**src/rtl/mips_pipe_pkg.sv**
```systemverilog
// Shared definitions for the MIPS pipeline front end: instruction width,
// the NOP pattern used for bubbles/flushes, the default reset PC and the
// fetch-state encoding.
package mips_pipe_pkg;

  localparam int INSTR_W = 32;

  // sll $0,$0,0
  localparam logic [INSTR_W-1:0] NOP_INSTR        = 32'h0000_0000;
  localparam logic [31:0]        DEFAULT_RESET_PC = 32'h0000_0000;

  localparam logic [1:0] FS_FETCH   = 2'd0;
  localparam logic [1:0] FS_SKID    = 2'd1;
  localparam logic [1:0] FS_DISCARD = 2'd2;

  typedef enum logic [1:0] {
    FETCH   = FS_FETCH,
    SKID    = FS_SKID,
    DISCARD = FS_DISCARD
  } fetch_state_e;

  // PC arithmetic is plain 32-bit modulo; no alignment is enforced.
  function automatic logic [31:0] pc_plus4(input logic [31:0] pc);
    return pc + 32'd4;
  endfunction

endpackage

```
**src/rtl/if_skid_buf.sv**
```systemverilog
// One-entry {instr, pc} holding buffer used when a fetch completes while
// the IF/ID register is stalled. clear wins over load, load over unload.
module if_skid_buf
  import mips_pipe_pkg::*;
(
  input  logic               clk_i,
  input  logic               rst_ni,
  input  logic               load_i,
  input  logic               unload_i,
  input  logic               clear_i,
  input  logic [INSTR_W-1:0] instr_i,
  input  logic [31:0]        pc_i,
  output logic [INSTR_W-1:0] instr_o,
  output logic [31:0]        pc_o,
  output logic               full_o
);

  logic               full_q, full_d;
  logic [INSTR_W-1:0] instr_q, instr_d;
  logic [31:0]        pc_q, pc_d;

  // Next-state for the single entry.
  always_comb begin
    full_d  = full_q;
    instr_d = instr_q;
    pc_d    = pc_q;
    if (clear_i) begin
      full_d = 1'b0;
    end else if (load_i) begin
      full_d  = 1'b1;
      instr_d = instr_i;
      pc_d    = pc_i;
    end else if (unload_i) begin
      full_d = 1'b0;
    end
  end

  // Entry storage.
  always_ff @(posedge clk_i or negedge rst_ni) begin
    if (!rst_ni) begin
      full_q  <= 1'b0;
      instr_q <= NOP_INSTR;
      pc_q    <= 32'h0;
    end else begin
      full_q  <= full_d;
      instr_q <= instr_d;
      pc_q    <= pc_d;
    end
  end

  assign instr_o = instr_q;
  assign pc_o    = pc_q;
  assign full_o  = full_q;

endmodule

```
**src/rtl/if_fetch_stage.sv**
```systemverilog
// Instruction-fetch stage and IF/ID pipeline register.
// Handshake: imem_req/imem_ready form a valid/ready pair -- a fetch completes
// on a rising edge where both are 1; while imem_req=1 and imem_ready=0 the
// address is held stable. The request may be withdrawn only by reset.
// Optional feature macro: IF_PERF_CNT_EN adds perf_fetch_cnt/perf_bubble_cnt.
// dbg_fetch_state exposes the fetch FSM state (FS_* encoding).
module if_fetch_stage
  import mips_pipe_pkg::*;
#(
  parameter logic [31:0]        RESET_PC  = mips_pipe_pkg::DEFAULT_RESET_PC,
  parameter logic [INSTR_W-1:0] NOP_INSTR = mips_pipe_pkg::NOP_INSTR
) (
  input  logic               clk,
  input  logic               rst,
  input  logic               hazard_stall,
  input  logic               ID_branch_taken,
  input  logic [31:0]        ID_mux2_out,
  output logic               imem_req,
  output logic [31:0]        imem_addr,
  input  logic [INSTR_W-1:0] imem_rdata,
  input  logic               imem_ready,
  output logic [INSTR_W-1:0] IFID_instruction_out,
  output logic [31:0]        IFID_PCnext_out,
  output logic               IFID_valid_out,
`ifdef IF_PERF_CNT_EN
  output logic [31:0]        perf_fetch_cnt,
  output logic [31:0]        perf_bubble_cnt,
`endif
  output logic [1:0]         dbg_fetch_state
);

  fetch_state_e       state_q, state_d;
  logic [31:0]        fetch_pc_q, fetch_pc_d;
  logic [31:0]        target_pc_q, target_pc_d;
  logic               live_q;
  logic [INSTR_W-1:0] ifid_instr_q, ifid_instr_d;
  logic [31:0]        ifid_pc_q, ifid_pc_d;
  logic               ifid_valid_q, ifid_valid_d;
  logic               ifid_load_valid;

  logic               skid_load, skid_unload, skid_clear, skid_full;
  logic [INSTR_W-1:0] skid_instr;
  logic [31:0]        skid_pc;

  logic fire;
  logic accept;

  // live_q keeps the request low until the first edge after reset release.
  assign imem_req  = live_q && (state_q != SKID);
  assign imem_addr = fetch_pc_q;
  assign fire      = imem_req && imem_ready;
  assign accept    = !hazard_stall || !ifid_valid_q;

  if_skid_buf u_skid (
    .clk_i    (clk),
    .rst_ni   (rst),
    .load_i   (skid_load),
    .unload_i (skid_unload),
    .clear_i  (skid_clear),
    .instr_i  (imem_rdata),
    .pc_i     (fetch_pc_q),
    .instr_o  (skid_instr),
    .pc_o     (skid_pc),
    .full_o   (skid_full)
  );

  // Fetch FSM next state, PC update and IF/ID load decisions.
  always_comb begin
    state_d         = state_q;
    fetch_pc_d      = fetch_pc_q;
    target_pc_d     = target_pc_q;
    ifid_instr_d    = ifid_instr_q;
    ifid_pc_d       = ifid_pc_q;
    ifid_valid_d    = ifid_valid_q;
    ifid_load_valid = 1'b0;
    skid_load       = 1'b0;
    skid_unload     = 1'b0;
    skid_clear      = 1'b0;

    if (ID_branch_taken) begin
      // Redirect beats stall: flush IF/ID and the skid entry.
      ifid_instr_d = NOP_INSTR;
      ifid_pc_d    = 32'h0;
      ifid_valid_d = 1'b0;
      skid_clear   = 1'b1;
      case (state_q)
        FETCH: begin
          if (fire || !imem_req) begin
            fetch_pc_d = ID_mux2_out;
          end else begin
            // Request in flight: let it finish, then drop its data.
            target_pc_d = ID_mux2_out;
            state_d     = DISCARD;
          end
        end
        SKID: begin
          fetch_pc_d = ID_mux2_out;
          state_d    = FETCH;
        end
        DISCARD: begin
          if (fire) begin
            fetch_pc_d = ID_mux2_out;
            state_d    = FETCH;
          end else begin
            target_pc_d = ID_mux2_out;
          end
        end
        default: state_d = FETCH;
      endcase
    end else begin
      case (state_q)
        FETCH: begin
          if (fire) begin
            fetch_pc_d = pc_plus4(fetch_pc_q);
            if (accept) begin
              ifid_instr_d    = imem_rdata;
              ifid_pc_d       = fetch_pc_q;
              ifid_valid_d    = 1'b1;
              ifid_load_valid = 1'b1;
            end else begin
              skid_load = 1'b1;
              state_d   = SKID;
            end
          end else if (accept) begin
            // ID consumed what it held and nothing new arrived.
            ifid_instr_d = NOP_INSTR;
            ifid_pc_d    = 32'h0;
            ifid_valid_d = 1'b0;
          end
        end
        SKID: begin
          if (!hazard_stall) begin
            if (skid_full) begin
              ifid_instr_d    = skid_instr;
              ifid_pc_d       = skid_pc;
              ifid_valid_d    = 1'b1;
              ifid_load_valid = 1'b1;
              skid_unload     = 1'b1;
            end
            state_d = FETCH;
          end
        end
        DISCARD: begin
          if (accept) begin
            ifid_instr_d = NOP_INSTR;
            ifid_pc_d    = 32'h0;
            ifid_valid_d = 1'b0;
          end
          if (fire) begin
            fetch_pc_d = target_pc_q;
            state_d    = FETCH;
          end
        end
        default: state_d = FETCH;
      endcase
    end
  end

  // State, PC and IF/ID registers.
  always_ff @(posedge clk or negedge rst) begin
    if (!rst) begin
      state_q      <= FETCH;
      fetch_pc_q   <= RESET_PC;
      target_pc_q  <= RESET_PC;
      live_q       <= 1'b0;
      ifid_instr_q <= NOP_INSTR;
      ifid_pc_q    <= 32'h0;
      ifid_valid_q <= 1'b0;
    end else begin
      state_q      <= state_d;
      fetch_pc_q   <= fetch_pc_d;
      target_pc_q  <= target_pc_d;
      live_q       <= 1'b1;
      ifid_instr_q <= ifid_instr_d;
      ifid_pc_q    <= ifid_pc_d;
      ifid_valid_q <= ifid_valid_d;
    end
  end

`ifdef IF_PERF_CNT_EN
  logic [31:0] perf_fetch_q, perf_bubble_q;

  // Performance counters: valid loads into IF/ID and bubble cycles; both wrap.
  always_ff @(posedge clk or negedge rst) begin
    if (!rst) begin
      perf_fetch_q  <= 32'h0;
      perf_bubble_q <= 32'h0;
    end else begin
      if (ifid_load_valid) perf_fetch_q <= perf_fetch_q + 32'd1;
      if (!ifid_valid_q)   perf_bubble_q <= perf_bubble_q + 32'd1;
    end
  end

  assign perf_fetch_cnt  = perf_fetch_q;
  assign perf_bubble_cnt = perf_bubble_q;
`endif

  assign IFID_instruction_out = ifid_instr_q;
  assign IFID_PCnext_out      = ifid_pc_q;
  assign IFID_valid_out       = ifid_valid_q;
  assign dbg_fetch_state      = state_q;

endmodule

```
**config.mk**
```make
export PLATFORM = sky130hd
export DESIGN_NAME = if_fetch_stage
export DESIGN_NICKNAME = d
export VERILOG_FILES = /design/src/rtl/mips_pipe_pkg.sv /design/src/rtl/if_skid_buf.sv /design/src/rtl/if_fetch_stage.sv
export SDC_FILE = /design/constraint.sdc
export NUM_CORES = 1
export LEC_CHECK = 0
export ABC_AREA = 1
export CORE_ASPECT_RATIO = 1.75
export CORE_MARGIN = 5
export CORE_UTILIZATION = 28
export CTS_BUF_LIST = sky130_fd_sc_hd__clkbuf_8
export CTS_CLUSTER_SIZE = 14
export DETAILED_ROUTE_END_ITERATION = 6
export PLACE_DENSITY = 0.49
export SETUP_SLACK_MARGIN = 0.02
export SLEW_MARGIN = 20
export SYNTH_ARGS = -nofsm -noshare
export SYNTH_HDL_FRONTEND = slang
export SYNTH_SLANG_ARGS = --single-unit
export TNS_END_PERCENT = 10
```
**constraint.sdc**
```tcl
create_clock -name clk -period 2.41 [get_ports clk]
set_input_delay 0.482 -clock clk [delete_from_list [all_inputs] [get_ports clk]]
set_output_delay 0.482 -clock clk [all_outputs]
set_load 0.01 [all_outputs]
```
**Track usage over the die**

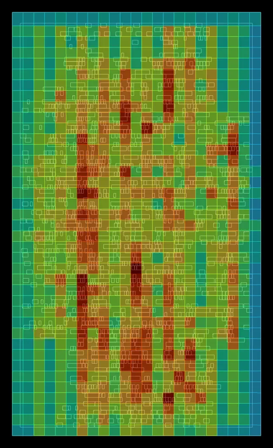
met3 Use GR: 2.79%
met2 usage: 32.2%
Tot GR Track Use: 17.6%

**Close-up of the layout**

Scale bar: 10 um. Window x 60 to 100, y 61 to 101 um. Cells in grey, sequential cells in the stronger grey; small squares are vias.
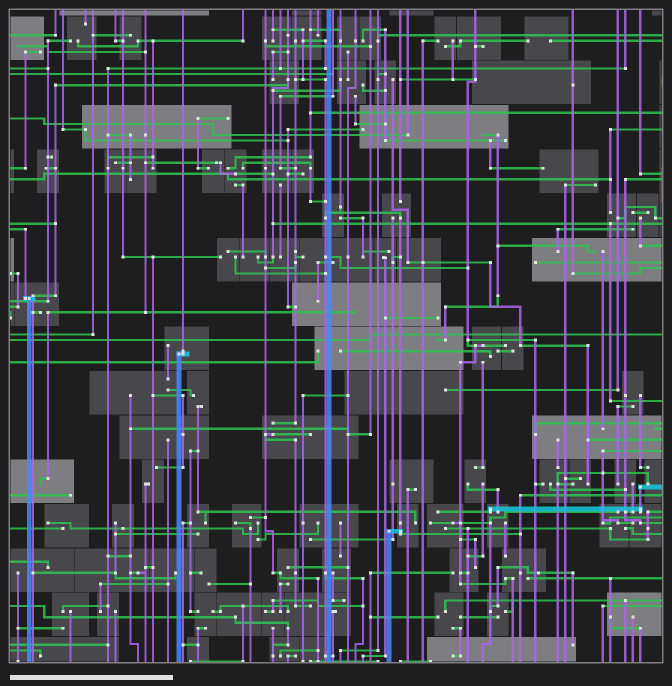
| colour | layer |
|---|---|
| blue | metal 4 |
| cyan | metal 3 |
| green | metal 1 |
| purple | metal 2 |
sequential cells in the window: 7
cells with their middle in the window: 86
most frequent: nand2_1 (19), o21ai_0 (12), buf_4 (10)
netlist names of flops here include: IFID_PCnext_out (3), u_skid.pc_o (3)

**The metal 2 layer**

Scale bar: 50 um. Cells faint in the background.
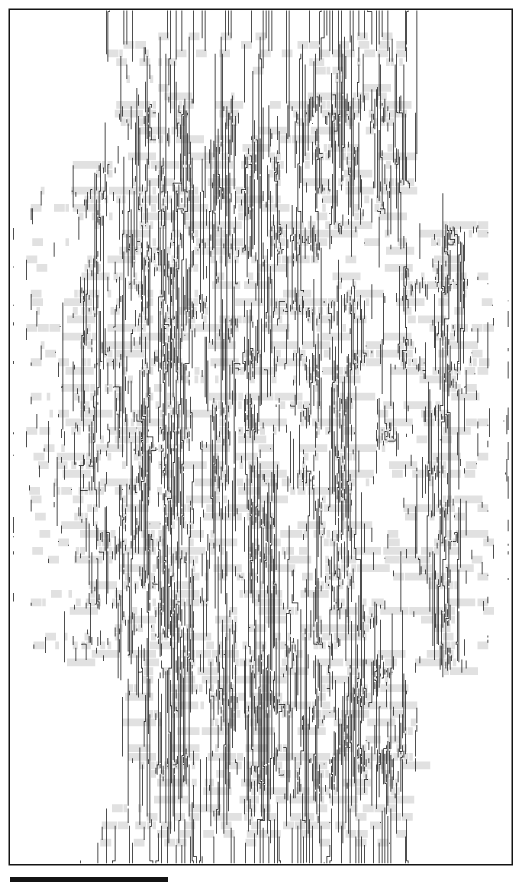
wire length on this layer: 20.3 mm
share of all routed wire: 53%
main direction: vertical
longest straight run: 94.9 um

**The metal 1 layer**

Scale bar: 50 um. Supply wires on this layer in grey. Cells faint in the background.
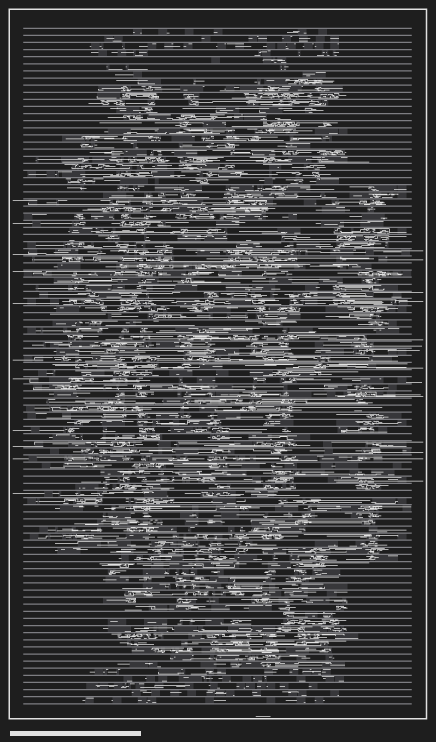
share of all routed wire: 41%
main direction: horizontal
wire length on this layer: 15600 um
nets with wire on the layer: 1498
longest straight run: 55.4 um

**Sizing map**

Scale bar: 50 um.
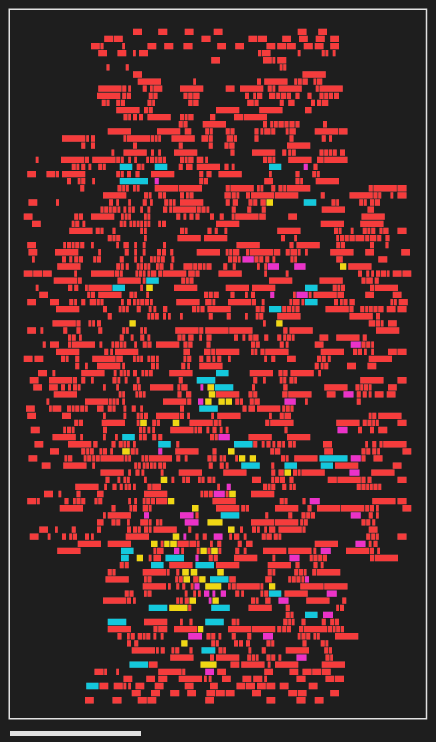
| colour | size | cells | share | most used |
|---|---|---|---|---|
| yellow | _3 and _4 cells | 43 | 2.7% | buf_4 |
| cyan | _6 and larger | 37 | 2.3% | clkbuf_8 |
| magenta | _2 cells | 44 | 2.8% | mux2_2 |
| red | _0 and _1 cells | 1468 | 92% | nand2_1 |

==> job_summary.md <==
### Metrics collected by this job

| Metric | Value |
|---|---|
| First-pass GRT wire length | a little over 60000 um |
| Synthesized cell area | between 10000 and 15000 sq um |
| Pleak | just under 6 nW |
| Hold Crit Class | primary input to asynchronous set/reset pin |
| Yosys top cell by instances | nand2_1 |
| Clock buffers | 18 |
| Grt ovf | 0 |
| Setup crit end kind | primary output |
| Worst vdd ir | about 530 uV |
| # Taps | approximately 490 |
| Inverter count | 143 |
| Final setup vio count | 0 |
| Comb pwr | 7.82 mW |
| Buffering overhead | 16.3% |
| Port-buffer cells | ~170 |
| Worst-path maximum fanout | 15 |
| Maxcap violations | 0 |
| Top cells, area | dfrtp_1 45%, o21ai_0 11%, nand2_1 10%, nand3_1 5.2%, inv_1 4.7% |
| Seq/Total Area, Yosys | between 40% and 50% |
| H-tree levels | 4 |
| Worst r2r src | dbg_fetch_state[1] |
| Horiz. Die Dim | approximately 160 um |
| R2R depth | 12 |
| Synth Area per Inst | about 7.5 sq um |
| Netlist cell types | 37 |
| # IOs | about 170 |
| Reg2reg setup slack | between 0.2 and 0.3 ns |
| Comb gates | about 1000 |
| Met1 wire length | approximately 16000 um |
| CP delay by family, top | buffers and inverters |
| Top power group | combinational logic |
| Routed vias/inst | roughly 5.0 |
| CP peak stage delay | ~0.40 ns |
| Final min period | around 2.3 ns |
| OpenROAD warning count | 31 |
| Max frequency | between 400 and 500 MHz |
| Total Power | roughly 16 mW |
| Hpwl dp | 26600 um |
| Clk. pwr | ~2.2 mW |
| Residual DRC count | 0 |
| Worst EP required | 1.93 ns |
| Status | finished clean |
==> cell families after synthesis <==
group / Yosys count / share of synthesized area (%)
XOR/XNOR: 1 / 0.0805
other: 1 / 0.0344
adder cells (fa/ha/maj): 5 / 0.575
AND-OR/OR-AND: 460 / 23.2
buffers and inverters: 243 / 9.39
AND/OR/NAND/NOR: 522 / 19.9
flip-flops: 197 / 45.3
multiplexers: 15 / 1.55
==> timing repair <==
| action | CTS | global route |
|---|---|---|
| resized | 2 | 2 |
| buffers inserted | 1 | 0 |
| endpoints found under the hold margin | 1 | 0 |
| pin swaps | 0 | 0 |
| gates cloned | 0 | 0 |
| hold buffers | 1 | 0 |
| setup endpoints to repair | 1 | 1 |
No activity file was given, so power comes from the tool's default toggle rates.
